Fig. 1: placed cells, one color a class
(4 px per um) Fill, decap, tap and diode cells in gray.
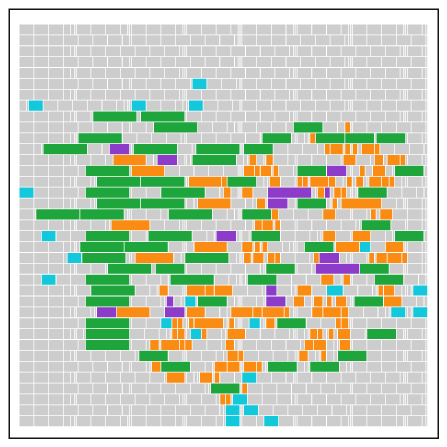
Fig. 2: clock distribution
(6 px per um)
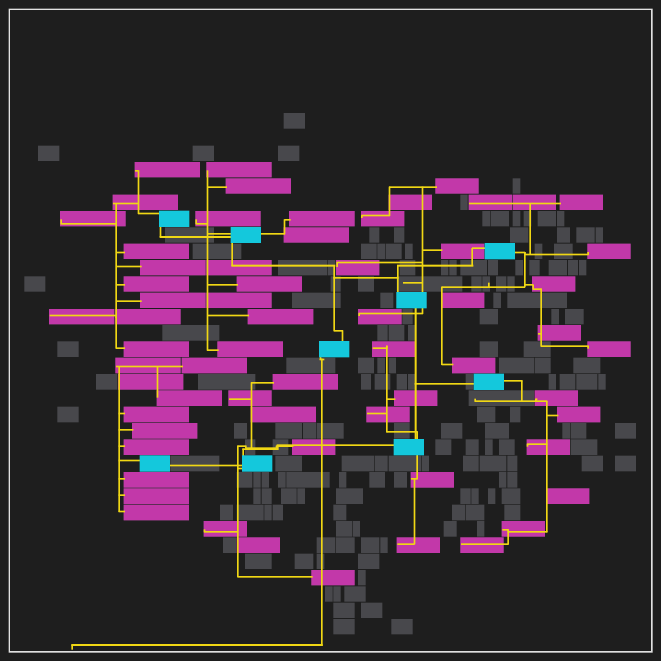
Fig. 3: placement density heat map
(2 px per um) 11 x 11 tiles, from black (low) to pale yellow (high), 0 to 100% covered.
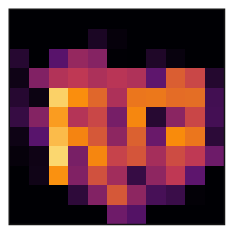
Fig. 4: clock routing
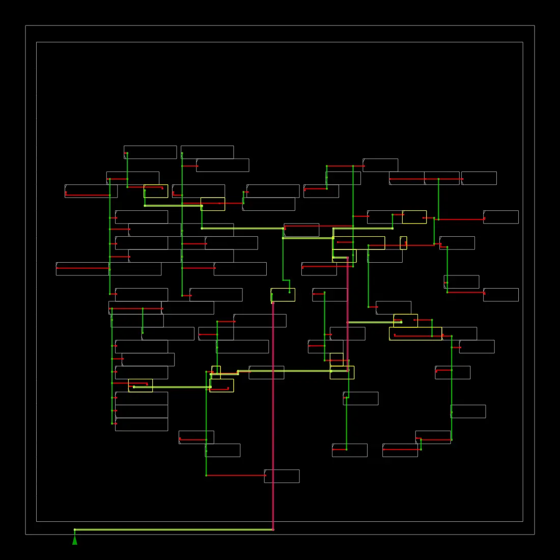
### src/rtl/uart_tx_buffered_pkg.sv
// -----------------------------------------------------------------------------
// uart_tx_buffered_pkg
//   Shared definitions for the buffered 8N1 UART transmitter: default build
//   parameters for the IO block, frame constants, the transmit FSM state type
//   and a helper that maps an FSM state to the serial line level.
// -----------------------------------------------------------------------------
package uart_tx_buffered_pkg;

    // Defaults the IO block passes down: 100 MHz / 115200 baud, 4-byte queue.
    localparam int unsigned DEFAULT_CLKS_PER_BIT = 868;
    localparam int unsigned DEFAULT_FIFO_DEPTH   = 4;

    // 8N1 framing: one start bit, eight data bits, one stop bit.
    localparam int unsigned DATA_BITS = 8;

    typedef enum logic [1:0] {
        ST_IDLE  = 2'd0,
        ST_START = 2'd1,
        ST_DATA  = 2'd2,
        ST_STOP  = 2'd3
    } tx_state_e;

    // Serial line level for a given state. In DATA the line carries the
    // current LSB of the shifter; every other state except START is high.
    function automatic logic line_level(input tx_state_e st, input logic data_bit);
        logic lvl;
        case (st)
            ST_START: lvl = 1'b0;
            ST_DATA:  lvl = data_bit;
            default:  lvl = 1'b1;
        endcase
        return lvl;
    endfunction

endpackage : uart_tx_buffered_pkg

### src/rtl/sync_fifo.sv
// -----------------------------------------------------------------------------
// sync_fifo
//   Single-clock FIFO with registered pointers. Written to be reused by a
//   later UART RX path, so it carries no UART-specific knowledge.
//
//   Ports
//     clk        in   1            system clock
//     rst        in   1            synchronous, active-high reset (pointers only)
//     push       in   1            write request; ignored while full
//     push_data  in   WIDTH        data written on an accepted push
//     pop        in   1            read request; ignored while empty
//     pop_data   out  WIDTH        head entry (valid while !empty)
//     full       out  1            DEPTH entries held
//     empty      out  1            no entries held
//     level      out  clog2(D+1)   number of entries held
//
//   Pointers are one bit wider than the address. Equal pointers mean empty;
//   equal address bits with differing MSBs mean full, so wrap-around needs
//   no special case. DEPTH must be a power of two, >= 2.
// -----------------------------------------------------------------------------
module sync_fifo #(
    parameter int unsigned WIDTH = 8,
    parameter int unsigned DEPTH = 4
) (
    input  logic                             clk,
    input  logic                             rst,
    input  logic                             push,
    input  logic [WIDTH-1:0]                 push_data,
    input  logic                             pop,
    output logic [WIDTH-1:0]                 pop_data,
    output logic                             full,
    output logic                             empty,
    output logic [$clog2(DEPTH+1)-1:0]       level
);

    localparam int unsigned AW = $clog2(DEPTH);
    localparam int unsigned PW = AW + 1;
    localparam int unsigned LW = $clog2(DEPTH + 1);

    logic [PW-1:0]    wr_ptr_q, wr_ptr_d;
    logic [PW-1:0]    rd_ptr_q, rd_ptr_d;
    logic [WIDTH-1:0] mem_q [DEPTH];
    logic             do_push;
    logic             do_pop;

    assign empty   = (wr_ptr_q == rd_ptr_q);
    assign full    = (wr_ptr_q[AW] != rd_ptr_q[AW]) &&
                     (wr_ptr_q[AW-1:0] == rd_ptr_q[AW-1:0]);
    assign level   = LW'(wr_ptr_q - rd_ptr_q);

    // A push while full and a pop while empty are silently dropped.
    assign do_push = push && !full;
    assign do_pop  = pop && !empty;

    assign pop_data = mem_q[rd_ptr_q[AW-1:0]];

    always_comb begin
        wr_ptr_d = wr_ptr_q + PW'(do_push);
        rd_ptr_d = rd_ptr_q + PW'(do_pop);
    end

    // NOTE: sequential state is updated with non-blocking assignments so every
    // flop samples the pre-edge values regardless of statement order.
    always_ff @(posedge clk) begin
        if (rst) begin
            wr_ptr_q <= '0;
            rd_ptr_q <= '0;
        end else begin
            wr_ptr_q <= wr_ptr_d;
            rd_ptr_q <= rd_ptr_d;
        end
    end

    // NOTE: storage is deliberately not reset; the pointers alone define which
    // entries are valid, and leaving the array out of reset lets it map to RAM.
    always_ff @(posedge clk) begin
        if (do_push) begin
            mem_q[wr_ptr_q[AW-1:0]] <= push_data;
        end
    end

endmodule : sync_fifo

### src/rtl/uart_tx_buffered.sv
// -----------------------------------------------------------------------------
// uart_tx_buffered
//   Buffered 8N1 UART transmitter sitting behind the UART_TX MMIO register.
//   Bytes from the MMIO write path are queued in a small FIFO and sent LSB
//   first on uart_tx. busy feeds status bit0, full feeds status bit1, and
//   wr_ready is the MMIO ready for stores to UART_TX.
//
//   Parameters
//     CLKS_PER_BIT   clock cycles per serial bit (>= 2)
//     FIFO_DEPTH     queued bytes (power of two, >= 2)
//
//   Ports
//     clk        in   1            system clock
//     rst        in   1            synchronous, active-high reset
//     wr_valid   in   1            MMIO store to UART_TX
//     wr_data    in   8            byte to send
//     wr_ready   out  1            queue can accept a byte (= !full)
//     busy       out  1            queue non-empty or frame in flight (registered)
//     full       out  1            queue holds FIFO_DEPTH bytes
//     level      out  clog2(D+1)   bytes queued, excluding the one being shifted
//     uart_tx    out  1            serial line, idle high (registered)
// -----------------------------------------------------------------------------
module uart_tx_buffered
    import uart_tx_buffered_pkg::*;
#(
    parameter int unsigned CLKS_PER_BIT = DEFAULT_CLKS_PER_BIT,
    parameter int unsigned FIFO_DEPTH   = DEFAULT_FIFO_DEPTH
) (
    input  logic                              clk,
    input  logic                              rst,
    input  logic                              wr_valid,
    input  logic [7:0]                        wr_data,
    output logic                              wr_ready,
    output logic                              busy,
    output logic                              full,
    output logic [$clog2(FIFO_DEPTH+1)-1:0]   level,
    output logic                              uart_tx
);

    localparam int unsigned BAUD_W = $clog2(CLKS_PER_BIT);
    localparam int unsigned LW     = $clog2(FIFO_DEPTH + 1);

    localparam logic [BAUD_W-1:0] BAUD_LAST = BAUD_W'(CLKS_PER_BIT - 1);
    localparam logic [2:0]        BIT_LAST  = 3'(DATA_BITS - 1);

    // ------------------------------------------------------------------
    // Byte queue
    // ------------------------------------------------------------------
    logic          fifo_pop;
    logic [7:0]    fifo_rd_data;
    logic          fifo_full;
    logic          fifo_empty;
    logic [LW-1:0] fifo_level;
    logic          push_accepted;

    sync_fifo #(
        .WIDTH (8),
        .DEPTH (FIFO_DEPTH)
    ) u_fifo (
        .clk       (clk),
        .rst       (rst),
        .push      (wr_valid),
        .push_data (wr_data),
        .pop       (fifo_pop),
        .pop_data  (fifo_rd_data),
        .full      (fifo_full),
        .empty     (fifo_empty),
        .level     (fifo_level)
    );

    assign wr_ready      = !fifo_full;
    assign push_accepted = wr_valid && !fifo_full;
    assign full          = fifo_full;
    assign level         = fifo_level;

    // ------------------------------------------------------------------
    // Transmit FSM, baud counter, shifter
    // ------------------------------------------------------------------
    tx_state_e         state_q, state_d;
    logic [BAUD_W-1:0] baud_q, baud_d;
    logic [2:0]        bit_idx_q, bit_idx_d;
    logic [7:0]        shifter_q, shifter_d;
    logic              busy_q, busy_d;
    logic              uart_tx_q, uart_tx_d;
    logic              bit_done;

    // Last cycle of the current bit period.
    assign bit_done = (baud_q == BAUD_LAST);

    always_comb begin
        // NOTE: every signal assigned here gets a default first, so no path
        // through the case statement can leave one unassigned and infer a latch.
        state_d   = state_q;
        baud_d    = baud_q;
        bit_idx_d = bit_idx_q;
        shifter_d = shifter_q;
        fifo_pop  = 1'b0;

        case (state_q)
            ST_IDLE: begin
                baud_d    = '0;
                bit_idx_d = '0;
                // Popping straight from IDLE gives the one-cycle gap between
                // queued frames and a one-cycle push-to-start-bit latency.
                if (!fifo_empty) begin
                    fifo_pop  = 1'b1;
                    shifter_d = fifo_rd_data;
                    state_d   = ST_START;
                end
            end

            ST_START: begin
                if (bit_done) begin
                    baud_d  = '0;
                    state_d = ST_DATA;
                end else begin
                    baud_d = baud_q + BAUD_W'(1);
                end
            end

            ST_DATA: begin
                if (bit_done) begin
                    baud_d    = '0;
                    shifter_d = {1'b0, shifter_q[7:1]};
                    // 3-bit index wraps 7 -> 0 as the last data bit completes.
                    bit_idx_d = bit_idx_q + 3'd1;
                    if (bit_idx_q == BIT_LAST) begin
                        state_d = ST_STOP;
                    end
                end else begin
                    baud_d = baud_q + BAUD_W'(1);
                end
            end

            ST_STOP: begin
                if (bit_done) begin
                    baud_d  = '0;
                    state_d = ST_IDLE;
                end else begin
                    baud_d = baud_q + BAUD_W'(1);
                end
            end

            default: begin
                state_d = ST_IDLE;
            end
        endcase

        // busy is registered: it rises the edge after the first push into an
        // idle transmitter and falls on the edge that ends the last stop bit.
        // A push landing while a frame is still in flight keeps it high, so it
        // never blips low between back-to-back frames.
        busy_d = (state_d != ST_IDLE) || !fifo_empty ||
                 (push_accepted && (state_q != ST_IDLE));

        // The line is registered from the next-state view so it changes on the
        // same edge as the FSM and stays glitch-free at the pin.
        uart_tx_d = line_level(state_d, shifter_d[0]);
    end

    always_ff @(posedge clk) begin
        if (rst) begin
            state_q   <= ST_IDLE;
            baud_q    <= '0;
            bit_idx_q <= '0;
            shifter_q <= '0;
            busy_q    <= 1'b0;
            uart_tx_q <= 1'b1;
        end else begin
            state_q   <= state_d;
            baud_q    <= baud_d;
            bit_idx_q <= bit_idx_d;
            shifter_q <= shifter_d;
            busy_q    <= busy_d;
            uart_tx_q <= uart_tx_d;
        end
    end

    assign busy    = busy_q;
    assign uart_tx = uart_tx_q;

endmodule : uart_tx_buffered

### config.mk
export PLATFORM = sky130hd
export DESIGN_NAME = uart_tx_buffered
export DESIGN_NICKNAME = d
export VERILOG_FILES = /design/src/rtl/uart_tx_buffered_pkg.sv /design/src/rtl/sync_fifo.sv /design/src/rtl/uart_tx_buffered.sv
export SDC_FILE = /design/constraint.sdc
export NUM_CORES = 1
export LEC_CHECK = 0
export CAP_MARGIN = 40
export CORE_MARGIN = 2
export CORE_UTILIZATION = 25
export CTS_CLUSTER_SIZE = 10
export DETAILED_ROUTE_END_ITERATION = 8
export PLACE_DENSITY = 0.49
export SETUP_SLACK_MARGIN = 0.2
export SLEW_MARGIN = 20
export SYNTH_ARGS = -nofsm -noshare
export SYNTH_HDL_FRONTEND = slang
export SYNTH_SLANG_ARGS = --single-unit
### constraint.sdc
create_clock -name clk -period 3.75 [get_ports clk]
set_input_delay 0.5625 -clock clk [delete_from_list [all_inputs] [get_ports clk]]
set_output_delay 0.5625 -clock clk [all_outputs]
set_load 0.005 [all_outputs]
==> summary.txt <==
Implementation results

Looking at the gate-level netlist, the highest instance count belongs to edfxtp_1. The critical path's slowest stage uses the library cell dfxtp_1. Entering global routing, the biggest net connects 14 pins. The OpenROAD report gives the critical path a data arrival time of 2090 ps. The post-synthesis share of cell area spent on and, or, nand and nor gates is 12.1%.

The floorplan die height is 107 um. The number of cells on the worst reg-to-reg path is 7. Nets still carrying antenna violations after routing amount to 0.

The worst setup path is launched from a flop. Checking max transition, the worst relative margin is 50.0%. The die width is 107 um. The antenna diode instance count is 0. The core area is 0.0103 mm^2. Per the detail_route report, routed wire per instance is 12.7 um. The minimum clock period after layout is 2650 ps. The actual slew at the worst max-slew pin is 747 ps. The worst path meets setup with 1100 ps of slack. The clock sink count is 63. STA classifies the critical path endpoint as an output port. In this run, synthesis inferred 32 flip-flops with an integrated enable.

The total of warnings raised by yosys is 0. The clock H-tree reported by CTS has 3 levels. IR analysis of the VDD net gives a maximum drop of 0.224 mV. The first global-routing pass estimated 7850 um of wire. The TritonCTS clock tree is done. The post-cts sizing count is 0. The number of detailed-route iterations in the first pass is 4. The detailed-route wire length is 4670 um. The final hold slack is 454 ps.

The number of cells after detailed placement is 353. The share of synthesized cell area in full adder, half adder and majority cells is 5.01%. On the worst path, the slowest cell contributes a delay of 630 ps.

The mux contribution to synthesized area is 7.85%. The post-synthesis compound-gate area fraction is 7.81%. The class of the tightest hold or removal check is reg2reg. The floorplan has 37 rows. The library cell with the largest summed area after synthesis is edfxtp_1. For reference, the final report shows the hold violation count at 0.

The minimum setup slack after placement is 1280 ps. The analysis attributes to cell leakage a power of 1.08 nW. Of the total power, the share spent switching nets is 26.6%. The area after detailed placement is 0.00299 mm^2. The source of the worst hold timing path is shifter_q[1].

The script reports the combined buffer and inverter count of the critical path as 3. The net count of the mapped netlist is 224. The number of antenna violations at the first check in global routing came to 0. The flow ran to the end, and the final reports show no timing, DRC or antenna violations. The final instance area is 0.00319 mm^2. For hold timing, the worst endpoint is shifter_q[1].

Post-synth the commonest register cell is edfxtp_1. Broken down by cell family, the worst path's largest delay share belongs to buffers and inverters. OpenROAD reports that the post-layout worst path occupies 70.7% of the period.
Notes on Fig. 1 above:
[registers] green | cells: 63
[clock drivers and dummy loads] purple | cells: 14
[remaining logic cells] orange | cells: 131
[remaining buffers and delay cells] cyan | cells: 23

Notes on Fig. 2 above:
[clock wires] yellow | length: 817 um
[clock-net drivers] cyan | count: 9
[flip-flops] magenta | count: 63
routed clock nets: 10

Notes on Fig. 3 above:
nearly empty tiles: 36%
mean over tiles: 26%
fullest tile: 91%
densest ninth of the die: center
emptiest ninth of the die: north-east

Notes on Fig. 4 above:
clk pwr: 0.606 mW
flip-flops: 63
clock latency on the worst-skew pair: 340 ps

==> placed cells by master (no fill, tap or decap), types with 2 or more instances in the layout <==
cell / Yosys / layout
mux2i_1: 2 / 2
mux4_1: 2 / 2
nand2_1: 12 / 12
mux4_2: 6 / 6
nand2b_1: 2 / 2
and3_1: 2 / 2
clkbuf_8: 0 / 9
inv_1: 10 / 10
nor3_1: 3 / 3
xor2_1: 3 / 3
edfxtp_1: 32 / 32
nand3_1: 5 / 5
a21oi_1: 9 / 9
dfxtp_1: 31 / 31
clkdlybuf4s50_1: 0 / 17
ha_1: 9 / 9
nor2b_1: 5 / 5
a211oi_1: 2 / 2
buf_4: 0 / 5
bufinv_16: 0 / 2
xnor2_1: 10 / 10
nor2_1: 23 / 23
a22oi_1: 8 / 8
==> final cells by class <==
cell class | count | area, um^2 | area share [%]
Clock inverter | 4 | 72.6 | 2.28
Timing Repair Buffer | 23 | 219 | 6.87
Sequential cell | 63 | 1580 | 49.6
Inverter | 10 | 37.5 | 1.18
Multi-Input combinational cell | 121 | 981 | 30.8
Tap cell | 136 | 170 | 5.34
Clock buffer | 10 | 128 | 4.00
==> worst min-delay path: stages (launching register included) <==
cell	delay (ps)
dfxtp_1	310
nand2_1	50
a21oi_1	50
==> sequential cells by signal, indices dropped and copies added, names as in the netlist <==
signal,cells
busy,1
u_fifo.wr_ptr_q,3
u_fifo.rd_ptr_q,3
shifter_q,8
uart_tx,1
u_fifo.mem_q,32
state_q,2
bit_idx_q,3
baud_q,10
==> layer usage <==
| layer | vias up | share of wire [%] | global-route usage, % |
|---|---|---|---|
| li1 | 779 | - | - |
| met1 | 740 | 50 | 11.8 |
| met2 | 25 | 45 | 13.1 |
| met3 | 5 | 3.9 | 4.26 |
| met4 | 0 | 1.5 | 3.62 |
| met5 | - | 0 | 0 |
Power figures rest on the tool's default switching activity, not on a simulated workload.
